[config.mk]
export PLATFORM = sky130hd
export DESIGN_NAME = spi_rxc
export DESIGN_NICKNAME = d
export VERILOG_FILES = /design/src/rtl/spi_rx_pkg.sv /design/src/rtl/spi_rx_crc.sv /design/src/rtl/spi_rxc.sv
export SDC_FILE = /design/constraint.sdc
export NUM_CORES = 1
export LEC_CHECK = 0
export CAP_MARGIN = 20
export CORE_ASPECT_RATIO = 0.7
export CORE_UTILIZATION = 46
export CTS_CLUSTER_DIAMETER = 150
export CTS_CLUSTER_SIZE = 30
export DETAILED_ROUTE_END_ITERATION = 10
export PLACE_DENSITY_LB_ADDON = 0.08
export SLEW_MARGIN = 40
export SYNTH_ARGS = -nofsm -noshare
export SYNTH_HDL_FRONTEND = slang
export SYNTH_HIERARCHICAL = 1
export SYNTH_SLANG_ARGS = --single-unit
[constraint.sdc]
create_clock -name clk_rx -period 6 [get_ports clk_rx]
set_clock_uncertainty 0.05 [all_clocks]
set_input_delay 1.2 -clock clk_rx [delete_from_list [all_inputs] [get_ports clk_rx]]
set_output_delay 1.2 -clock clk_rx [all_outputs]
set_load 0.01 [all_outputs]
[src/rtl/spi_rx_pkg.sv]
// Shared encodings and helpers for the SPI serial receive core.
// Frame-format codes, the maximum word width, and the df-to-width decode.
// Pure declarations: no logic, no latency, no backpressure.
package spi_rx_pkg;

    localparam int DW = 32;

    localparam logic [1:0] DF_8  = 2'b00;
    localparam logic [1:0] DF_16 = 2'b01;
    localparam logic [1:0] DF_32 = 2'b10;

    // The fourth code is a reserved alias of the 32-bit format.
    function automatic logic [5:0] df_width(input logic [1:0] df);
        case (df)
            DF_8:    df_width = 6'd8;
            DF_16:   df_width = 6'd16;
            default: df_width = 6'd32;
        endcase
    endfunction

endpackage

[src/rtl/spi_rx_crc.sv]
// Serial, non-reflected CRC engine: one received bit per enabled clock, init 0.
// Latency: the register reflects a bit on the same edge that captures it.
// No backpressure: it is advanced purely by the gated receive clock.
module spi_rx_crc
    import spi_rx_pkg::*;
#(
    parameter int CW = DW
) (
    input  logic          clk,
    input  logic          rst,
    input  logic          en,
    input  logic [5:0]    width,
    input  logic [CW-1:0] poly,
    input  logic          data_bit,
    output logic [CW-1:0] crc
);

    logic [CW-1:0] mask;
    logic          fb;
    logic [CW-1:0] crc_nxt;

    // Keep only the low 'width' bits so narrow CRCs stay zero-extended.
    always_comb begin
        mask = '1;
        case (width)
            6'd8:    mask = CW'(32'h0000_00FF);
            6'd16:   mask = CW'(32'h0000_FFFF);
            default: mask = '1;
        endcase
    end

    // Feedback comes from the top bit of the active width, not of the register.
    always_comb begin
        fb      = crc[5'(width - 6'd1)] ^ data_bit;
        crc_nxt = (crc << 1) & mask;
        if (fb) begin
            crc_nxt = crc_nxt ^ (poly & mask);
        end
    end

    // CRC state register, only advanced while accumulation is enabled.
    always_ff @(posedge clk) begin
        if (rst) begin
            crc <= '0;
        end else if (en) begin
            crc <= crc_nxt;
        end
    end

endmodule

[src/rtl/spi_rxc.sv]
// SPI serial receive core: deserialises 8/16/32-bit frames, counts frames, runs an optional CRC.
// Latency: zero extra; the edge that samples the last bit also publishes the full word.
// No backpressure: runs off the gated rx clock, and every output holds while that clock is stopped.
module spi_rxc
    import spi_rx_pkg::*;
#(
    parameter int FCNT_W = 13,
    parameter int DW     = spi_rx_pkg::DW
) (
    input  logic              clk_rx,
    input  logic              spi_rx_rst,
    input  logic [1:0]        df,
    input  logic [FCNT_W-1:0] spi_tnum_max,
    input  logic              lsbf,
    input  logic              crc_en,
    input  logic              shift_in,
    input  logic [DW-1:0]     crc_poly,
    output logic [DW-1:0]     rx_crc_data_out,
    output logic [DW-1:0]     spi_rx_data,
    output logic              rx_num_max_en,
    output logic              rx_crc_en,
    output logic              rx_busy
);

    logic [5:0]        width;
    logic [4:0]        w_m1;
    logic [4:0]        bcnt;
    logic [4:0]        pos;
    logic              last;
    logic [DW-1:0]     sreg;
    logic [DW-1:0]     word_nxt;
    logic [FCNT_W-1:0] fcnt;
    logic              crc_run;

    assign width = df_width(df);
    assign w_m1  = 5'(width - 6'd1);
    assign last  = (bcnt == w_m1);
    assign pos   = lsbf ? bcnt : 5'(w_m1 - bcnt);

    // Merge the incoming bit into the word; bit 0 starts from a clean word so
    // stale bits from a previous frame never leak into this one.
    always_comb begin
        word_nxt      = (bcnt == 5'd0) ? '0 : sreg;
        word_nxt[pos] = shift_in;
    end

    // Shifter, bit counter and busy flag; the final bit publishes the word directly.
    always_ff @(posedge clk_rx) begin
        if (spi_rx_rst) begin
            bcnt        <= '0;
            sreg        <= '0;
            spi_rx_data <= '0;
            rx_busy     <= 1'b0;
        end else begin
            bcnt    <= last ? 5'd0 : bcnt + 5'd1;
            sreg    <= word_nxt;
            rx_busy <= !last;
            if (last) begin
                spi_rx_data <= word_nxt;
            end
        end
    end

    // Frame counter saturates at the programmed maximum; reaching it freezes
    // the counter and, when enabled, marks the CRC as final.
    always_ff @(posedge clk_rx) begin
        if (spi_rx_rst) begin
            fcnt          <= '0;
            rx_num_max_en <= 1'b0;
            rx_crc_en     <= 1'b0;
        end else if (last && !rx_num_max_en) begin
            if (fcnt == spi_tnum_max) begin
                rx_num_max_en <= 1'b1;
                rx_crc_en     <= crc_en;
            end else begin
                fcnt <= fcnt + 1'b1;
            end
        end
    end

    assign crc_run = crc_en && !rx_num_max_en;

    spi_rx_crc #(
        .CW (DW)
    ) u_crc (
        .clk      (clk_rx),
        .rst      (spi_rx_rst),
        .en       (crc_run),
        .width    (width),
        .poly     (crc_poly),
        .data_bit (shift_in),
        .crc      (rx_crc_data_out)
    );

endmodule

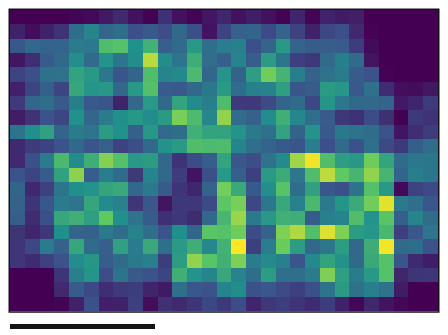
Run 1: routed metal per tile
The bar under the picture is 50 um long. 29 x 21 tiles, from dark purple (low) to yellow (high), scaled to the fullest tile. Values are wire area over tile area, all layers added.
emptiest ninth of the die: north-east
fullest tile: 0.54
tiles over half the peak: 25%
nearly empty tiles: 7.9%
mean over tiles: 0.19
routed vias: 6346
DRT Wirelength: 18.0 mm
GRT Overall Usage: 24.0%
post-DR wirelength/cell: 16.4 um

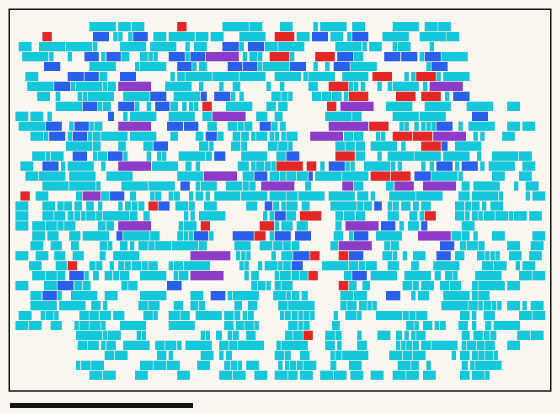
Run 1: drive-strength map
The bar under the picture is 50 um long.
legend:
  _2 cells:
    color: blue
    cells: 82
    share: 9.1%
    most_used: a211oi_2
  _6 and larger:
    color: purple
    cells: 22
    share: 2.4%
    most_used: clkbuf_16
  _0 and _1 cells:
    color: cyan
    cells: 767
    share: 85%
    most_used: nor2_1
  _3 and _4 cells:
    color: red
    cells: 35
    share: 3.9%
    most_used: mux2_4

==> results.cfg, run 1 <==
; yosys + openroad results
[outcome]
status = finished, final reports clean

[power]
top_power_group = the clock network
power_frac_seq_pct = 38.3
p_clk_share_pct = 44.3
pg_seq_mw = 0.858
pg_comb_mw = 0.391
leakage_nw = 3.04
pg_clk_mw = 0.993
p_int_mw = 1.60
switching_power_mw = 0.642

[grt]
grt.met3_usage_pct = 5.37
antenna_found_initial = 0
grt_pass1_wl_mm = 29.7
grt_use_met2_pct = 35.7

[sta]
worst_pin_slew_ns = 0.781
finalCritPeriodShare_pct = 69.7
hold_ws_ns = 0.469
relSlewSlack_pct = 47.9
setup_viol = 0
setup_ws_ns = 1.82
fmax_ghz = 0.239

[critical_path]
critPathMaxFanout = 27
r2r_cells = 7
reg2reg_slack_ns = 3.01
endpoint = u_crc/crc[4]$_SDFFE_PP0P_
critPathMaxStageDelay_ns = 0.64

[hold_path]
min_from = fcnt[12]$_SDFFE_PP0P_
worstHoldPathCells = 2

[clock_tree]
root_buffer = clkbuf_16
cts_buffers = 17
cts_buffer_depth = 2
h-tree-depth = 4
cts.hold.buffers_added = 0
cts_sinks = 117

[cells_and_area]
buffers = 128
num_antenna_cells = 0
top_regs = spi_rx_data (32), sreg (32), u_crc/crc (32)
ff_count = 117
syn_to_final_growth_pct = 25.5
comb_share_pct = 46.6
fin_nets = 950
n_fill_cell = 1235
seq_share_pct = 27.4
nNonClkInverters = 41
combGateArea_mm2 = 0.00398

[synthesis]
ys_ff = 117
most_common_cell = nor2_1
compound_area_share_pct = 20.6
yosysChipArea_mm2 = 0.00682
synth-edff-count = 0
ys_sh_xor_pct = 2.94
synth_warnings = 6
synth_top_cell_by_area = dfxtp_1

[floorplan]
die_x_um = 147
dieArea_mm2 = 0.0153
io_pins = 119
initCoreUtil_pct = 48.0
rows = 36

[detailed_routing]
drt_iter0_drc = 465
vias_per_cell = 5.79
dr_wl_met3_mm = 1.12
top_layer_used = met4

[placement]
io_buffers = 118

[run]
warnings = 27
maxCapViolCount = 0
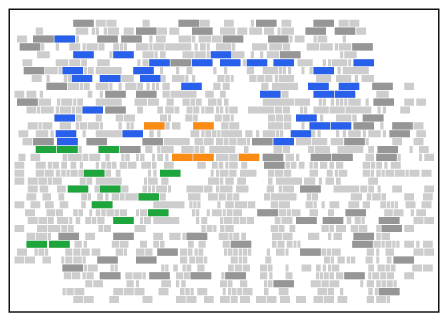
Run 1: where the registers sit
legend:
  `bcnt`:
    color: orange
    flops: 5
    where: center
  `sreg`:
    color: blue
    flops: 32
  `fcnt`:
    color: green
    flops: 13
not colored: 67

--- run 2 (diff from run 1) ---
clock period = 3.35 ns   (was 6 ns; I/O delays follow)
==> run 2 against run 1 <==
  * Combinational power up 93%
  * Critical endpoint unchanged
  * Setup slack worse by 1.7 ns
  * Sequential power up 79%
==> results.cfg, run 2 <==
; yosys + openroad results
[synthesis]
most_common_cell = nor2_1
synth_top_cell_by_area = dfxtp_1
mux_share_pct = 8.76
yosysChipArea_mm2 = 0.00682
synth_warnings = 6
ys_ff = 117
compound_area_share_pct = 20.6

[sta]
finalHoldViolCount = 0
finalCritPeriodShare_pct = 96.1
worst_pin_slew_ns = 0.742
fmax_ghz = 0.311
hold_ws_ns = 0.459
setup_viol = 0
setup_ws_ns = 0.130
min_period_ns = 3.22
relSlewSlack_pct = 50.5

[floorplan]
die_x_um = 147
rows = 36
initCoreUtil_pct = 48.0
io_pins = 119

[grt]
grt_use_met2_pct = 34.9
grt_pass1_wl_mm = 29.4
grt_usage_pct = 23.6
antenna_found_initial = 0
grt.met3_usage_pct = 4.98

[detailed_routing]
top_layer_used = met4
drt_iter0_drc = 386
vias_per_cell = 5.71
route.detailed.drc = 0
vias = 6399
wl_per_cell_um = 16.1

[critical_path]
r2r_cells = 8
reg2reg_slack_ns = 0.57
critPathMaxFanout = 15
endpoint = u_crc/crc[4]$_SDFFE_PP0P_
critPathMaxStageDelay_ns = 0.46

[cells_and_area]
buffers = 152
top_regs = spi_rx_data (32), sreg (32), u_crc/crc (32)
fin_nets = 974
n_fill_cell = 1187
comb_share_pct = 45.2
combGateArea_mm2 = 0.00400
nNonClkInverters = 41
syn_to_final_growth_pct = 29.7
ff_count = 117
seq_share_pct = 26.5

[power]
leakage_nw = 3.20
p_int_mw = 2.92
p_clk_share_pct = 44.1
pg_seq_mw = 1.54
switching_power_mw = 1.18
pg_comb_mw = 0.754
pg_clk_mw = 1.81

[clock_tree]
cts_sinks = 117
h-tree-depth = 4
root_buffer = clkbuf_16
cts.hold.buffers_added = 0
cts_buffer_depth = 2

[hold_path]
worstHoldPathCells = 2
min_from = fcnt[12]$_SDFFE_PP0P_

[run]
maxCapViolCount = 0
warnings = 27

[placement]
io_buffers = 118
post-place-ws_ns = -0.277

[outcome]
status = finished, final reports clean
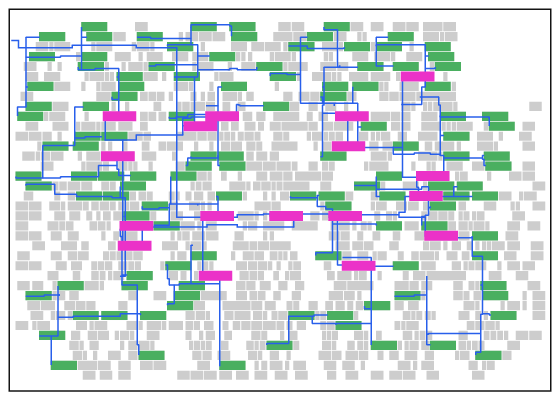
Run 2: clock network drawn from the DEF
legend:
  clock wires:
    color: blue
    length: 1590 um
  flip-flops:
    color: green
    count: 117
  clock drivers:
    color: magenta
    count: 17
flops lie: all over the die

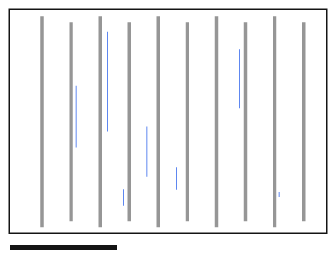
Run 2: signal wires on met4
The bar under the picture is 50 um long. Supply wires on this layer in gray.
share of all routed wire: 0.80%
nets with wire on the layer: 6
main direction: vertical

Power and IR drop assume default switching activity.
